[src/rtl/match_ctrl_if.sv]
// rtl/match_ctrl_if.sv - player/tick inputs and game-state outputs of the tug-of-war match controller
//
// Purpose: bundles every match_ctrl signal except clk/rst.
// Ports (seen from the controller, modport slave):
//   slowen    in   one-clk slow tick enable
//   rand_bit  in   serial pseudo-random bit, new value every clk
//   pbl, pbr  in   left/right pushbutton pulses (already synchronized)
//   leds_on   out  GO indicator
//   position  out  rope position, 0 = left wins, 2*CENTER = right wins
//   ready_l/r out  player armed for the current round
//   winner    out  00 none, 01 left, 10 right, 11 void/tie
//   beep_req  out  one-clk beep pulse
//   state_o   out  current state encoding
interface match_ctrl_if;
  logic       slowen;
  logic       rand_bit;
  logic       pbl;
  logic       pbr;
  logic       leds_on;
  logic [3:0] position;
  logic       ready_l;
  logic       ready_r;
  logic [1:0] winner;
  logic       beep_req;
  logic [2:0] state_o;

  modport master (
    output slowen, rand_bit, pbl, pbr,
    input  leds_on, position, ready_l, ready_r, winner, beep_req, state_o
  );

  modport slave (
    input  slowen, rand_bit, pbl, pbr,
    output leds_on, position, ready_l, ready_r, winner, beep_req, state_o
  );
endinterface

[src/rtl/match_ctrl.sv]
// rtl/match_ctrl.sv - round sequencer and scorekeeper for a two-player reaction tug-of-war
//
// Purpose: arms both players, waits a pseudo-random delay, lights GO, scores the
// first press, moves the rope and holds the result; a match ends when the rope
// reaches either end.
// Ports:
//   clk  in  system clock, rising edge
//   rst  in  asynchronous active-low reset
//   bus  match_ctrl_if.slave - tick/random/button inputs and game-state outputs
module match_ctrl #(
  parameter int CENTER     = 4,
  parameter int MIN_TICKS  = 8,
  parameter int GO_TIMEOUT = 64,
  parameter int HOLD_TICKS = 32
) (
  input  logic         clk,
  input  logic         rst,
  match_ctrl_if.slave  bus
);

  typedef enum logic [2:0] {
    IDLE  = 3'd0,
    ARM   = 3'd1,
    WAIT  = 3'd2,
    GO    = 3'd3,
    SCORE = 3'd4,
    HOLD  = 3'd5,
    DONE  = 3'd6
  } state_t;

  localparam logic [1:0] W_NONE  = 2'b00;
  localparam logic [1:0] W_LEFT  = 2'b01;
  localparam logic [1:0] W_RIGHT = 2'b10;
  localparam logic [1:0] W_VOID  = 2'b11;

  localparam logic [3:0]  POS_MID   = 4'(CENTER);
  localparam logic [3:0]  POS_MAX   = 4'(2 * CENTER);
  localparam logic [15:0] GO_LAST   = 16'(GO_TIMEOUT - 1);
  localparam logic [15:0] HOLD_LAST = 16'(HOLD_TICKS - 1);

  state_t      state, state_d;
  logic [3:0]  position, position_d;
  logic [1:0]  winner, winner_d;
  logic        ready_l, ready_l_d;
  logic        ready_r, ready_r_d;
  logic        leds_on, leds_on_d;
  logic        beep_req, beep_req_d;
  logic        beep_evt;
  logic [3:0]  shreg;
  // One counter serves the WAIT delay, the GO timeout and the HOLD time;
  // those states are mutually exclusive and each entry reloads it.
  logic [15:0] cnt, cnt_d;

  logic [15:0] delay_load;
  logic [3:0]  pos_inc, pos_dec;
  logic        both;

  assign delay_load = 16'(MIN_TICKS) + {12'd0, shreg};
  assign pos_inc    = (position >= POS_MAX) ? POS_MAX : position + 4'd1;
  assign pos_dec    = (position == 4'd0) ? 4'd0 : position - 4'd1;
  assign both       = bus.pbl && bus.pbr;

  always_ff @(posedge clk or negedge rst) begin
    if (!rst) begin
      state    <= IDLE;
      position <= POS_MID;
      winner   <= W_NONE;
      ready_l  <= 1'b0;
      ready_r  <= 1'b0;
      leds_on  <= 1'b0;
      beep_req <= 1'b0;
      shreg    <= 4'd0;
      cnt      <= 16'd0;
    end else begin
      state    <= state_d;
      position <= position_d;
      winner   <= winner_d;
      ready_l  <= ready_l_d;
      ready_r  <= ready_r_d;
      leds_on  <= leds_on_d;
      beep_req <= beep_req_d;
      shreg    <= {shreg[2:0], bus.rand_bit};
      cnt      <= cnt_d;
    end
  end

  always_comb begin
    state_d    = state;
    position_d = position;
    winner_d   = winner;
    ready_l_d  = ready_l;
    ready_r_d  = ready_r;
    cnt_d      = cnt;
    beep_evt   = 1'b0;

    case (state)
      IDLE: begin
        ready_l_d = 1'b0;
        ready_r_d = 1'b0;
        state_d   = ARM;
      end

      ARM: begin
        if (bus.pbl) ready_l_d = 1'b1;
        if (bus.pbr) ready_r_d = 1'b1;
        if (ready_l_d && ready_r_d) begin
          state_d = WAIT;
          cnt_d   = delay_load;
        end
      end

      WAIT: begin
        if (both) begin
          // Simultaneous presses cancel out: fresh random delay, no score.
          cnt_d = delay_load;
        end else if (bus.pbl) begin
          winner_d   = W_RIGHT;
          position_d = pos_inc;
          beep_evt   = 1'b1;
          state_d    = HOLD;
          cnt_d      = 16'd0;
        end else if (bus.pbr) begin
          winner_d   = W_LEFT;
          position_d = pos_dec;
          beep_evt   = 1'b1;
          state_d    = HOLD;
          cnt_d      = 16'd0;
        end else if (bus.slowen) begin
          // GO is entered on the tick that brings the delay to zero.
          if (cnt <= 16'd1) begin
            state_d = GO;
            cnt_d   = 16'd0;
          end else begin
            cnt_d = cnt - 16'd1;
          end
        end
      end

      GO: begin
        if (both) begin
          winner_d = W_VOID;
          state_d  = HOLD;
          cnt_d    = 16'd0;
        end else if (bus.pbl) begin
          winner_d = W_LEFT;
          state_d  = SCORE;
        end else if (bus.pbr) begin
          winner_d = W_RIGHT;
          state_d  = SCORE;
        end else if (bus.slowen) begin
          if (cnt >= GO_LAST) begin
            winner_d = W_VOID;
            state_d  = HOLD;
            cnt_d    = 16'd0;
          end else begin
            cnt_d = cnt + 16'd1;
          end
        end
      end

      SCORE: begin
        if (winner == W_LEFT) begin
          position_d = pos_dec;
        end else if (winner == W_RIGHT) begin
          position_d = pos_inc;
        end
        beep_evt = 1'b1;
        state_d  = HOLD;
        cnt_d    = 16'd0;
      end

      HOLD: begin
        if (bus.slowen) begin
          if (cnt >= HOLD_LAST) begin
            cnt_d   = 16'd0;
            state_d = ((position == 4'd0) || (position == POS_MAX)) ? DONE : IDLE;
          end else begin
            cnt_d = cnt + 16'd1;
          end
        end
      end

      DONE: begin
        if (both) begin
          position_d = POS_MID;
          winner_d   = W_NONE;
          state_d    = IDLE;
        end
      end

      default: begin
        state_d = IDLE;
      end
    endcase

    leds_on_d  = (state_d == GO);
    beep_req_d = beep_evt || (position_d != position);
  end

  assign bus.leds_on  = leds_on;
  assign bus.position = position;
  assign bus.ready_l  = ready_l;
  assign bus.ready_r  = ready_r;
  assign bus.winner   = winner;
  assign bus.beep_req = beep_req;
  assign bus.state_o  = state;

endmodule
[src/flat_wrapper.sv]
// flat-port wrapper written by rule: the top's interface ports become plain ports
module match_ctrl_flat 
#(
  parameter int CENTER     = 4,
  parameter int MIN_TICKS  = 8,
  parameter int GO_TIMEOUT = 64,
  parameter int HOLD_TICKS = 32
)
  (clk, rst, bus_slowen, bus_rand_bit, bus_pbl, bus_pbr, bus_leds_on, bus_position, bus_ready_l, bus_ready_r, bus_winner, bus_beep_req, bus_state_o);
  match_ctrl_if bus_i ();
  input  logic clk;
  input  logic rst;
  input wire logic [$bits(bus_i.slowen)-1:0] bus_slowen;
  input wire logic [$bits(bus_i.rand_bit)-1:0] bus_rand_bit;
  input wire logic [$bits(bus_i.pbl)-1:0] bus_pbl;
  input wire logic [$bits(bus_i.pbr)-1:0] bus_pbr;
  output wire logic [$bits(bus_i.leds_on)-1:0] bus_leds_on;
  output wire logic [$bits(bus_i.position)-1:0] bus_position;
  output wire logic [$bits(bus_i.ready_l)-1:0] bus_ready_l;
  output wire logic [$bits(bus_i.ready_r)-1:0] bus_ready_r;
  output wire logic [$bits(bus_i.winner)-1:0] bus_winner;
  output wire logic [$bits(bus_i.beep_req)-1:0] bus_beep_req;
  output wire logic [$bits(bus_i.state_o)-1:0] bus_state_o;
  assign bus_i.slowen = bus_slowen;
  assign bus_i.rand_bit = bus_rand_bit;
  assign bus_i.pbl = bus_pbl;
  assign bus_i.pbr = bus_pbr;
  assign bus_leds_on = bus_i.leds_on;
  assign bus_position = bus_i.position;
  assign bus_ready_l = bus_i.ready_l;
  assign bus_ready_r = bus_i.ready_r;
  assign bus_winner = bus_i.winner;
  assign bus_beep_req = bus_i.beep_req;
  assign bus_state_o = bus_i.state_o;
  match_ctrl #(.CENTER(CENTER), .MIN_TICKS(MIN_TICKS), .GO_TIMEOUT(GO_TIMEOUT), .HOLD_TICKS(HOLD_TICKS)) u_core (.clk(clk), .rst(rst), .bus(bus_i));
endmodule
[config.mk]
export PLATFORM = sky130hd
export DESIGN_NAME = match_ctrl_flat
export DESIGN_NICKNAME = d
export VERILOG_FILES = /design/src/rtl/match_ctrl_if.sv /design/src/rtl/match_ctrl.sv /design/src/flat_wrapper.sv
export SDC_FILE = /design/constraint.sdc
export NUM_CORES = 1
export LEC_CHECK = 0
export ABC_AREA = 1
export CORE_ASPECT_RATIO = 1.75
export CORE_UTILIZATION = 35
export CTS_CLUSTER_DIAMETER = 30
export DETAILED_ROUTE_END_ITERATION = 10
export GPL_TIMING_DRIVEN = 1
export MAX_ROUTING_LAYER = met4
export PLACE_DENSITY = 0.51
export SLEW_MARGIN = 5
export SYNTH_ARGS = -nofsm -noshare
export SYNTH_HDL_FRONTEND = slang
export SYNTH_SLANG_ARGS = --single-unit
[constraint.sdc]
create_clock -name clk -period 1.88 [get_ports clk]
set_input_delay 0.282 -clock clk [delete_from_list [all_inputs] [get_ports clk]]
set_output_delay 0.282 -clock clk [all_outputs]
set_load 0.03 [all_outputs]
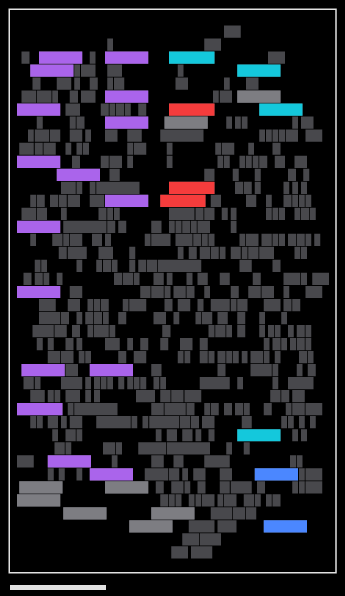
*Sequential cells grouped by signal name*
The bar under the picture is 20 microns long. Other sequential cells in the stronger grey, the rest of the logic in the fainter grey.
red -> `u_core.bus.state_o`  # sequential cells 3
purple -> `u_core.cnt`  # sequential cells 16
blue -> `u_core.bus.winner`  # sequential cells 2
cyan -> `u_core.bus.position`  # sequential cells 4
not coloured = 8
Core Util, Final: 47.89%
sequential cell area share: 23.85%
seq pwr: 1.13 mW

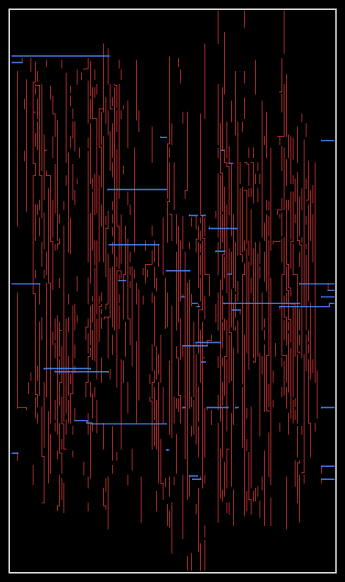
*Metal layers overlaid*
Two of the layers only.
blue -> metal 3  # wire length 182 microns
red -> metal 2  # wire length 4570 microns
via count: 2778
drt wl/cell: 14.52 microns
DRT Wirelength: 7.955 mm

==> qor.yml <==
run_status: "completed"
drive_gt1_share_pct: 24.24
leakage_nw: 1.787
clkSlewWorstSetupHoldPaths_ns: 0.05
layout.cells.most_common: "nand2_1"
powerComb_mw: 3.78
fa_ha_area_share_pct: 4.229
synth_nets: 411
buf_share_pct: 15.82
pwr-share-clk_pct: 14.3
grt_util_met2_pct: 40.44
synth.most_common_cell: "nand2_1"
worst_path_dominant_cell_family: "simple AND/OR/NAND/NOR gates"
post_synthesis_async_set_or_reset_flop_share_pct: 100.0
layout-area-overhead-vs-synth_pct: 31.02
top_regs: "u_core.cnt x16, u_core.bus.position x4, u_core.shreg x4"
max_slew_margin_pct: 48.68
drv_cap: 0
synthCells: 396
p_int_mw: 2.956
tapcell.inserted: 86
grt_use_met3_pct: 3.307
clock-root-buffer: "clkbuf_16"
worst-path-stages: 11
final_setup_skew_ns: 0.004914
Power and IR drop assume default switching activity.
